File: src/rtl/div_nb.sv
// Sequential restoring divider, WIDTH-bit signed/unsigned, inicio/fim handshake.
// Latency WIDTH+1 edges from accept (1 edge on divide-by-zero); inicio ignored while busy.
module div_nb #(
  parameter int WIDTH = 8
) (
  input  logic             clk,
  input  logic             rst,
  input  logic             inicio,
  input  logic             signed_mode,
  input  logic [WIDTH-1:0] A,
  input  logic [WIDTH-1:0] B,
  output logic [WIDTH-1:0] quociente,
  output logic [WIDTH-1:0] resto,
  output logic             fim,
  output logic             busy,
  output logic             div_zero
);

  localparam int CW = $clog2(WIDTH + 1);

  typedef enum logic [1:0] {IDLE, RUN, FINISH} state_t;

  state_t           state, state_nx;
  logic [CW-1:0]    cnt;
  logic [WIDTH-1:0] rem, quo, dv, a_hold;
  logic             neg_q, neg_r, dz;

  // Sign-extend by one bit so the most negative operand has a representable magnitude.
  logic [WIDTH:0]   a_ext, b_ext;
  logic [WIDTH-1:0] a_mag, b_mag;
  logic [WIDTH:0]   sh;
  logic             ge;

  assign a_ext = {signed_mode & A[WIDTH-1], A};
  assign b_ext = {signed_mode & B[WIDTH-1], B};
  assign a_mag = a_ext[WIDTH] ? WIDTH'(-a_ext) : a_ext[WIDTH-1:0];
  assign b_mag = b_ext[WIDTH] ? WIDTH'(-b_ext) : b_ext[WIDTH-1:0];

  // Shifted partial remainder needs one extra bit when the divisor uses the full width.
  assign sh = {rem, quo[WIDTH-1]};
  assign ge = (sh >= {1'b0, dv});

  always_ff @(posedge clk or posedge rst) begin
    if (rst) state <= IDLE;
    else     state <= state_nx;
  end

  always_comb begin
    state_nx = state;
    case (state)
      IDLE:    if (inicio) state_nx = (B == '0) ? FINISH : RUN;
      RUN:     if (cnt == CW'(1)) state_nx = FINISH;
      FINISH:  state_nx = IDLE;
      default: state_nx = IDLE;
    endcase
  end

  always_ff @(posedge clk or posedge rst) begin
    if (rst) begin
      cnt       <= '0;
      rem       <= '0;
      quo       <= '0;
      dv        <= '0;
      a_hold    <= '0;
      neg_q     <= 1'b0;
      neg_r     <= 1'b0;
      dz        <= 1'b0;
      quociente <= '0;
      resto     <= '0;
      fim       <= 1'b0;
      busy      <= 1'b0;
      div_zero  <= 1'b0;
    end else begin
      case (state)
        IDLE: begin
          fim <= 1'b0;
          if (inicio) begin
            busy   <= 1'b1;
            a_hold <= A;
            dv     <= b_mag;
            quo    <= a_mag;
            rem    <= '0;
            neg_q  <= signed_mode & (A[WIDTH-1] ^ B[WIDTH-1]);
            neg_r  <= signed_mode & A[WIDTH-1];
            dz     <= (B == '0);
            cnt    <= (B == '0) ? '0 : CW'(WIDTH);
          end
        end
        RUN: begin
          if (ge) begin
            rem <= sh[WIDTH-1:0] - dv;
            quo <= {quo[WIDTH-2:0], 1'b1};
          end else begin
            rem <= sh[WIDTH-1:0];
            quo <= {quo[WIDTH-2:0], 1'b0};
          end
          cnt <= cnt - CW'(1);
        end
        FINISH: begin
          fim      <= 1'b1;
          busy     <= 1'b0;
          div_zero <= dz;
          if (dz) begin
            quociente <= '1;
            resto     <= a_hold;
          end else begin
            quociente <= neg_q ? -quo : quo;
            resto     <= neg_r ? -rem : rem;
          end
        end
        default: ;
      endcase
    end
  end

endmodule

File: config.mk
export PLATFORM = sky130hd
export DESIGN_NAME = div_nb
export DESIGN_NICKNAME = d
export VERILOG_FILES = /design/src/rtl/div_nb.sv
export SDC_FILE = /design/constraint.sdc
export NUM_CORES = 1
export LEC_CHECK = 0
export CAP_MARGIN = 15
export CORE_ASPECT_RATIO = 0.7
export CORE_MARGIN = 4
export CORE_UTILIZATION = 30
export CTS_CLUSTER_SIZE = 8
export DETAILED_ROUTE_END_ITERATION = 10
export PLACE_DENSITY_LB_ADDON = 0.05
export SYNTH_ARGS = -nofsm -noshare
export SYNTH_HDL_FRONTEND = slang
export SYNTH_SLANG_ARGS = --single-unit
File: constraint.sdc
create_clock -name clk -period 2.2 [get_ports clk]
set_input_delay 0.44 -clock clk [delete_from_list [all_inputs] [get_ports clk]]
set_output_delay 0.44 -clock clk [all_outputs]
set_load 0.02 [all_outputs]
### Placed cells, one colour a class, run 1

The bar under the picture is 50 um long. Fill, decap, tap and diode cells in grey.
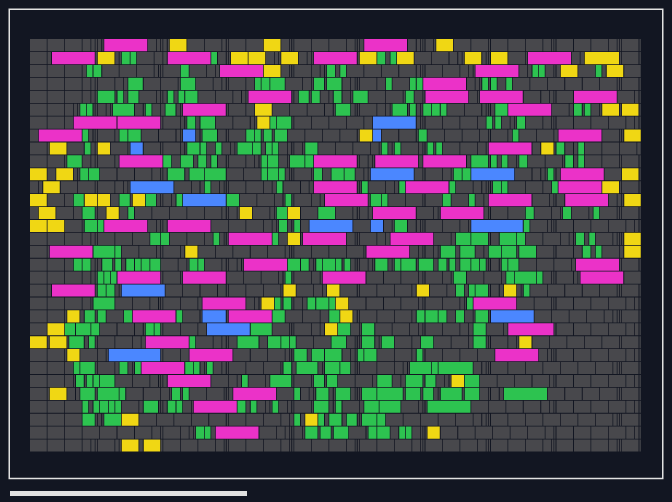
[blue] clock drivers and dummy loads | cells: 16 | share of their area: 7.5%
[yellow] remaining buffers and delay cells | cells: 65 | share of their area: 14%
[green] remaining logic cells | cells: 322 | share of their area: 45%
[magenta] registers | cells: 60 | share of their area: 34%

### Supply network, run 1

Pins as bars on the die edge. Tap cells in grey.
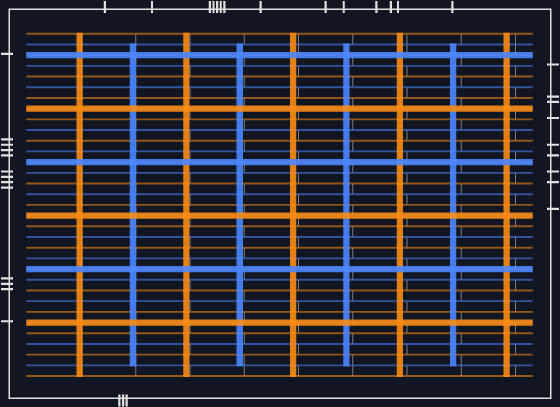
[blue] VDD
[orange] VSS
rows: 32
met1 rails: 33
met4 straps: 9
signal pins: 39
tap cells: 153

### Placement view, run 1

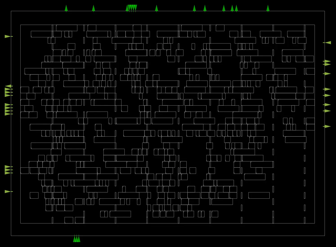
final core utilization: 40.70%
register fraction of the total cell area: 32.93%
count of placed standard cells in the final layout, fillers left out: 616

## run 1: registers in the layout (all words and copies together) (netlist names)
register / count
quo: 8
a_hold: 8
dv: 8
busy: 1
state: 2
rem: 8
quociente: 8
dz: 1
neg_r: 1
neg_q: 1
resto: 8
fim: 1
div_zero: 1
cnt: 4
## run 1: layer usage
layer	routed length, um	vias to the layer above
met5	0	-
met4	93	0
met3	412	10
met2	3619	55
met1	5486	1366
li1	-	1521
## run 1: layout make-up
class,instances,area (um2)
fillers,1146,6648
multi-input cells,297,1853
flip-flops and latches,60,1503
repair buffers,65,595.6
clock buffers,10,239.0
well taps,153,191.4
inverters,25,93.84
clock inverters,6,87.58
## run 1: kinds of logic after synthesis
family          count (synthesis)
simple gates                  141
fa+ha+maj                      15
mux                             7
xor+xnor                       25
compound gates                109
buf+inv                        46
flops                          60
==> flow_summary_export.csv, run 1 <==
group,metric,value,unit
final_layout,share_of_layout_cells_above_drive_strength_1,11.88,%
logic_synthesis,floorplan.nets,438,
sta,setup_tns,0,ns
drt,vias,2952,
logic_synthesis,most_used_flip_flop_cell,"sky130_fd_sc_hd__dfrtp_1",
floorplanning,dieArea,0.01353,mm2
sta,finalHoldViolations,0,
run_status,outcome,"finished clean",
cts,ctsResizeCount,0,
power,p_comb_share,52.1,%
global_routing,m1_gr_usage,24.86,%
worst_hold_path,hp-start,"quociente[0]$_DFFE_PP0P_",
logic_synthesis,enable_flop_cells,0,
logic_synthesis,synth_seq_share,42.75,%
cts,clock_sinks,60,
logic_synthesis,largest_type_area_fraction,42.75,%
sta,grt_setup_unrepaired,"false",
sta,holdWs,0.4664,ns
floorplanning,io_pins,39,
setup_path,crit_buf_inv,2,
power,power.largest_group,"combinational cells",
place,dp_hpwl,7204,um
drt,drt-initial-drc-count,214,
sta,finalCritPeriodShare,94.44,%
worst_hold_path,hold-path-endpoint,"quociente[0]$_DFFE_PP0P_",
logic_synthesis,synth_top_cell_by_area,"sky130_fd_sc_hd__dfrtp_1",
worst_hold_path,holdCritPathClass,"flop to flop",
floorplanning,core,0.01121,mm2
place,io_buffer_count,38,
cts,cts_setup_buffers,0,
logic_synthesis,simple_gate_share_of_the_synthesized_area,18.17,%
final_layout,layout_top_cell_excl_fill_tap,"sky130_fd_sc_hd__nand2_1",
drt,finalWirelength,9611,um
global_routing,global_route_wire_length_before_repair,15610,um
power,sw_ratio,40.64,%
setup_path,crit_fanout,7,
setup_path,cp_top_family,"AND-OR/OR-AND gates",
final_layout,layout_top_cells,"sky130_fd_sc_hd__nand2_1, sky130_fd_sc_hd__dfrtp_1, sky130_fd_sc_hd__clkdlybuf4s50_1, sky130_fd_sc_hd__o21ai_0, sky130_fd_sc_hd__nor2_1",
logic_synthesis,share_of_the_synthesized_netlist_area_taken_by_xor_and_xnor_gates,6.234,%
logic_synthesis,post_synth.cell_area_avg,8.715,um2
setup_path,setup.worst_path.start,"dv[1]$_DFFE_PP0P_",
logic_synthesis,netlist_logic_family_top,"AND-OR/OR-AND gates",
drt,ant_nets,0,
drt,vias_per_cell,4.792,
flow_run,openroad.warnings,27,
sta,tightest_slew,0.8541,ns
power,clock_power_share,20.2,%
place,dpl.cell_count,600,
logic_synthesis,most_frequent_cell_after_synthesis,"sky130_fd_sc_hd__nand2_1",
floorplanning,fp_util,31.33,%
power,power_report.internal_total,4503,uW
logic_synthesis,syn_area,0.003512,mm2
cts,cts-hold-fix-buffers,0,
setup_path,timing.critical_path.from_type,"flop",
==> inputs of run 2 (changes only) <==
--- a/config.mk
+++ b/config.mk
@@ -11,6 +11,7 @@
 export CORE_UTILIZATION = 30
 export CTS_CLUSTER_SIZE = 8
 export DETAILED_ROUTE_END_ITERATION = 10
+export GPL_TIMING_DRIVEN = 0
 export PLACE_DENSITY_LB_ADDON = 0.05
 export SYNTH_ARGS = -nofsm -noshare
 export SYNTH_HDL_FRONTEND = slang
### Placed cells, one colour a class, run 2

The bar under the picture is 50 um long. Fill, decap, tap and diode cells in grey.
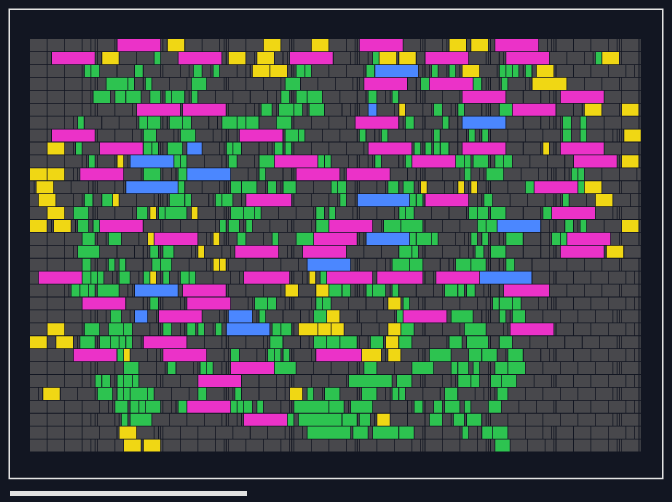
[blue] clock drivers and dummy loads | cells: 16 | share of their area: 8.0%
[magenta] registers | cells: 60 | share of their area: 34%
[green] remaining logic cells | cells: 322 | share of their area: 45%
[yellow] remaining buffers and delay cells | cells: 69 | share of their area: 13%

### Supply network, run 2

Pins as bars on the die edge. Tap cells in grey.
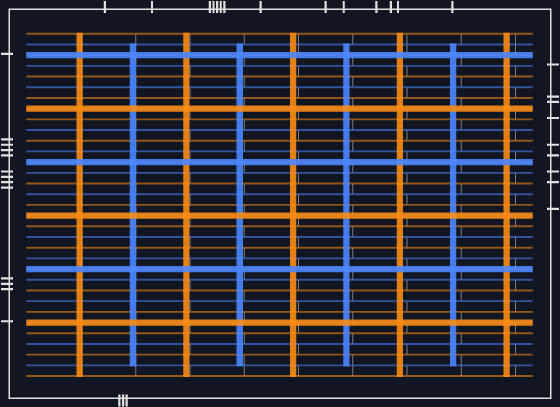
[blue] VDD
[orange] VSS
met5 straps: 6
rows: 32
tap cells: 153
met1 rails: 33
signal pins: 39

==> run 2 against run 1 <==
  * Total power rose by 3.1%
  * Synthesized area did not move
  * Synthesized cell count did not move
  * Hold slack improved by 0.0063 ns
  * Sequential cell count did not move
  * Global-route usage rose by 0.53 points
  * Register-to-register slack got worse by 0.07 ns
  * Clock power rose by 8%
  * Count of clock-buffer cells in the layout did not move
  * Non-clock buffer count rose by 4
  * Largest cell class unchanged
==> flow_summary_export.csv, run 2 <==
group,metric,value,unit
logic_synthesis,enable_flop_cells,0,
logic_synthesis,yosys_cell_count,403,
worst_hold_path,hold-path-endpoint,"div_zero$_DFFE_PP0P_",
logic_synthesis,most_used_flip_flop_cell,"sky130_fd_sc_hd__dfrtp_1",
flow_run,openroad.warnings,27,
power,pg_comb,4020,uW
setup_path,setup.worst_path.start,"rem[0]$_DFFE_PP0P_",
power,sw_ratio,40.40,%
final_layout,ff_count,60,
place,dp_hpwl,7517,um
logic_synthesis,largest_type_area_fraction,42.75,%
final_layout,non_clock_buffer_count,69,
logic_synthesis,synth_top_cell_by_area,"sky130_fd_sc_hd__dfrtp_1",
final_layout,count_of_placed_standard_cells_in_the_final_layout_fillers_left_out,620,
drt,drt-initial-drc-count,215,
sta,holdWs,0.4727,ns
worst_hold_path,holdCritPathClass,"flop to flop",
final_layout,logic_area,0.001877,mm2
sta,setup_tns,0,ns
cts,cts_setup_buffers,3,
final_layout,nNonClkInverters,25,
cts,cts_tree,"done",
final_layout,area_share_clock_buf_inv,7.632,%
drt,vias_per_cell,4.910,
cts,cts-hold-fix-buffers,0,
cts,ctsResizeCount,7,
logic_synthesis,ys_top_cells_by_area,"sky130_fd_sc_hd__dfrtp_1, sky130_fd_sc_hd__nand2_1, sky130_fd_sc_hd__ha_1",
cts,clock_sinks,60,
sta,finalHoldViolations,0,
logic_synthesis,syn_area,0.003512,mm2
final_layout,buf_share,12.40,%
setup_path,crit_buf_inv,2,
final_layout,register_fraction_of_the_total_cell_area,32.87,%
sta,finalCritPeriodShare,97.48,%
power,power_report.internal_total,4660,uW
final_layout,layout.filler_cells,1171,
logic_synthesis,netlist_logic_family_top,"AND-OR/OR-AND gates",
final_layout,area.share.combinational,40.88,%
final_layout,layout_top_cells,"sky130_fd_sc_hd__nand2_1, sky130_fd_sc_hd__dfrtp_1, sky130_fd_sc_hd__clkdlybuf4s50_1, sky130_fd_sc_hd__o21ai_0, sky130_fd_sc_hd__nor2_1",
logic_synthesis,floorplan.nets,438,
floorplanning,floorplan.tapcells,153,
final_layout,utilization,40.95,%
floorplanning,dieArea,0.01353,mm2
final_layout,register_area,0.001509,mm2
floorplanning,core,0.01121,mm2
logic_synthesis,synth_seq_share,42.75,%
drt,ant_nets,0,
setup_path,timing.critical_path.from_type,"flop",
drt,finalWirelength,9989,um
place,dpl.cell_count,595,
global_routing,global_route_wire_length_before_repair,16060,um
final_layout,nClkBuffers,10,
final_layout,layout_top_cell_excl_fill_tap,"sky130_fd_sc_hd__nand2_1",
drt,vias,3044,
final_layout,layout.cells.largest_class,"multi-input combinational cells",
sta,tightest_slew,0.6089,ns
worst_hold_path,hp-start,"div_zero$_DFFE_PP0P_",
power,clock_power_share,21.3,%
floorplanning,io_pins,39,
floorplanning,fp_util,31.33,%
power,p_comb_share,51.5,%
setup_path,cp_top_family,"AND-OR/OR-AND gates",
run_status,outcome,"finished clean",
logic_synthesis,post_synth.cell_area_avg,8.715,um2
logic_synthesis,most_frequent_cell_after_synthesis,"sky130_fd_sc_hd__nand2_1",
### Signal wires on met2, run 2

The bar under the picture is 50 um long.
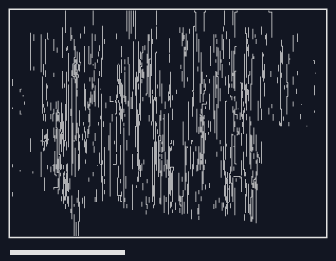
longest straight run: 42.3 um
wire length on this layer: 3980 um
nets with wire on the layer: 393

## run 2: cell count changes in the layout (fill, tap and decap cells not counted), moves of 5 or more
| cell | delta |
|---|---|
| sky130_fd_sc_hd__dfrtp_2 | +5 |
| sky130_fd_sc_hd__clkbuf_1 | +17 |
| sky130_fd_sc_hd__dfrtp_1 | -5 |
| sky130_fd_sc_hd__buf_4 | -15 |
## run 2: kinds of logic (layout without fill, tap and decap cells)
logic type | after synthesis | count (layout)
compound gates | 109 | 109
xor+xnor | 25 | 25
fa+ha+maj | 15 | 15
buf+inv | 46 | 110
flops | 60 | 60
mux | 7 | 7
simple gates | 141 | 141
## run 2: routing by layer
layer	wire length, um	track usage (%)
met3	412	3.878
met5	0	0
met2	3977	20.41
met1	5507	24.34
met4	91	4.678
==> inputs of run 3 (changes only) <==
--- a/config.mk
+++ b/config.mk
@@ -9,7 +9,6 @@
 export CORE_ASPECT_RATIO = 0.7
 export CORE_MARGIN = 4
 export CORE_UTILIZATION = 30
-export CTS_CLUSTER_SIZE = 8
 export DETAILED_ROUTE_END_ITERATION = 10
 export GPL_TIMING_DRIVEN = 0
 export PLACE_DENSITY_LB_ADDON = 0.05
==> constraint.sdc (replaced) <==
create_clock -name clk -period 2.7 [get_ports clk]
set_input_delay 0.54 -clock clk [delete_from_list [all_inputs] [get_ports clk]]
set_output_delay 0.54 -clock clk [all_outputs]
set_load 0.02 [all_outputs]
### Supply network, run 3

Pins as bars on the die edge. Tap cells in grey.
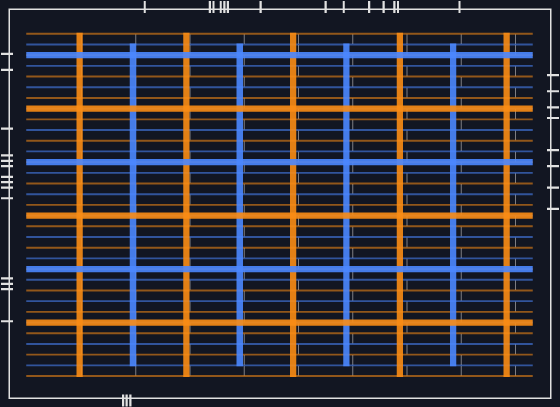
[blue] VDD
[orange] VSS
tap cells: 153
met1 rails: 33
met5 straps: 6
rows: 32

### Signal wires on met2, run 3

The bar under the picture is 50 um long.
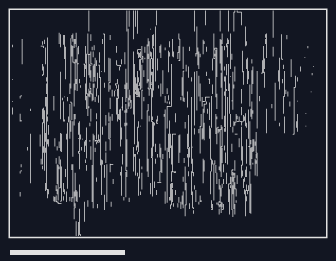
main direction: vertical
wire length on this layer: 3900 um

==> run 3 against run 2 <==
  * Total power fell by 25%
  * Synthesized cell count did not move
  * Cell count fell by 1.5%
  * Setup slack improved by 0.23 ns
  * Register-to-register slack improved by 0.23 ns
  * Critical endpoint unchanged
  * Largest cell class unchanged
  * Largest power group unchanged
==> flow_summary_export.csv, run 3 <==
group,metric,value,unit
run_status,outcome,"finished clean",
flow_run,openroad.warnings,27,
worst_hold_path,hold-path-endpoint,"quociente[7]$_DFFE_PP0P_",
drt,vias_per_cell,4.902,
place,dp_hpwl,7489,um
logic_synthesis,floorplan.nets,438,
setup_path,end_kind,"flop",
cts,clockRootBuffer,"sky130_fd_sc_hd__clkbuf_16",
logic_synthesis,synth_top_cell_by_area,"sky130_fd_sc_hd__dfrtp_1",
global_routing,global_route_wire_length_before_repair,16200,um
sta,tightest_slew,0.6925,ns
logic_synthesis,ys_top_cells_by_area,"sky130_fd_sc_hd__dfrtp_1, sky130_fd_sc_hd__nand2_1, sky130_fd_sc_hd__ha_1",
drt,finalWirelength,9878,um
drt,met2_length,3903,um
setup_path,setup.worst_path.start,"rem[0]$_DFFE_PP0P_",
sta,finalHoldViolations,0,
final_layout,register_fraction_of_the_total_cell_area,34.18,%
drt,m1WireLength,5512,um
power,pg_comb,2990,uW
floorplanning,core,0.01121,mm2
final_layout,layout_top_cell_excl_fill_tap,"sky130_fd_sc_hd__nand2_1",
logic_synthesis,netlist_logic_family_top,"AND-OR/OR-AND gates",
cts,cts_setup_buffers,0,
sta,setup_tns,0,ns
logic_synthesis,most_frequent_cell_after_synthesis,"sky130_fd_sc_hd__nand2_1",
logic_synthesis,simple_gate_share_of_the_synthesized_area,18.17,%
logic_synthesis,post_synth.cell_area_avg,8.715,um2
logic_synthesis,enable_flop_cells,0,
setup_path,crit_fanout,10,
final_layout,layout.filler_cells,1164,
logic_synthesis,largest_type_area_fraction,42.75,%
final_layout,area.share.combinational,41.50,%
final_layout,non_clock_buffer_count,60,
floorplanning,io_pins,39,
drt,vias,2995,
floorplanning,floorplan.tapcells,153,
drt,wl_met3,358,um
final_layout,utilization,39.19,%
final_layout,nClkBuffers,11,
power,power_report.internal_total,3333,uW
logic_synthesis,yosys_cell_count,403,
drt,drt-initial-drc-count,282,
final_layout,buf_share,11.25,%
setup_path,timing.critical_path.from_type,"flop",
cts,cts-hold-fix-buffers,0,
place,io_buffer_count,38,
cts,ctsResizeCount,0,
global_routing,grt_util_met2,19.85,%
power,sw_ratio,42.90,%
drt,ant_nets,0,
logic_synthesis,synth_seq_share,42.75,%
power,power.sequential.fraction,29.8,%
power,p_comb_share,51.3,%
final_layout,nNonClkInverters,25,
logic_synthesis,share_of_the_synthesized_netlist_area_taken_by_xor_and_xnor_gates,6.234,%
final_layout,ff_count,60,
sta,holdWs,0.4749,ns
global_routing,m1_gr_usage,24.85,%
final_layout,area_share_clock_buf_inv,6.579,%
logic_synthesis,syn_area,0.003512,mm2
cts,cts_tree,"done",
final_layout,logic_area,0.001823,mm2
final_layout,layout_top_cells,"sky130_fd_sc_hd__nand2_1, sky130_fd_sc_hd__dfrtp_1, sky130_fd_sc_hd__clkdlybuf4s50_1, sky130_fd_sc_hd__o21ai_0, sky130_fd_sc_hd__nor2_1",
### Clock network drawn from the DEF, run 3

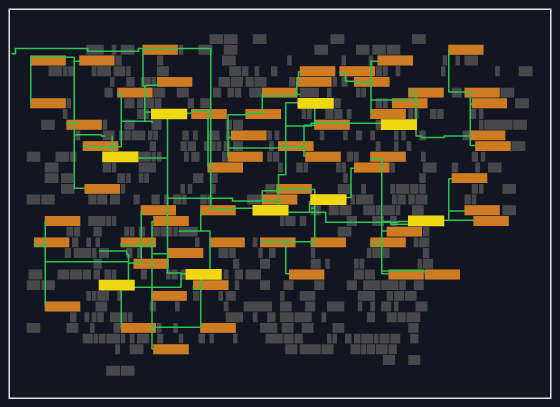
[green] clock wires | length: 1010 um
[orange] flip-flops | count: 60
[yellow] clock-net drivers | count: 9
routed clock nets: 10

==> run 3: worst max-delay path, cell delays in order, from the launching register on <==
cell                      delay [ns]
sky130_fd_sc_hd__dfrtp_1        0.49
sky130_fd_sc_hd__ha_1           0.35
sky130_fd_sc_hd__nor2b_1        0.18
sky130_fd_sc_hd__o21a_4         0.24
sky130_fd_sc_hd__o21a_1         0.19
sky130_fd_sc_hd__buf_6          0.14
sky130_fd_sc_hd__or2_1          0.23
sky130_fd_sc_hd__buf_6          0.14
sky130_fd_sc_hd__a221o_1        0.33
==> run 3: per-stage QoR <==
step           area [um2]  cells  setup WS, ns
2_1_floorplan        3512    403        0.4593
3_3_place_gp         4084    594       -0.6483
3_5_place_dp         4104    595        0.2918
4_1_cts              4393    611        0.2848
5_1_grt              4393    611        0.2170
6_report             4393    611        0.2884
No activity file was given, so power comes from the tool's default toggle rates.
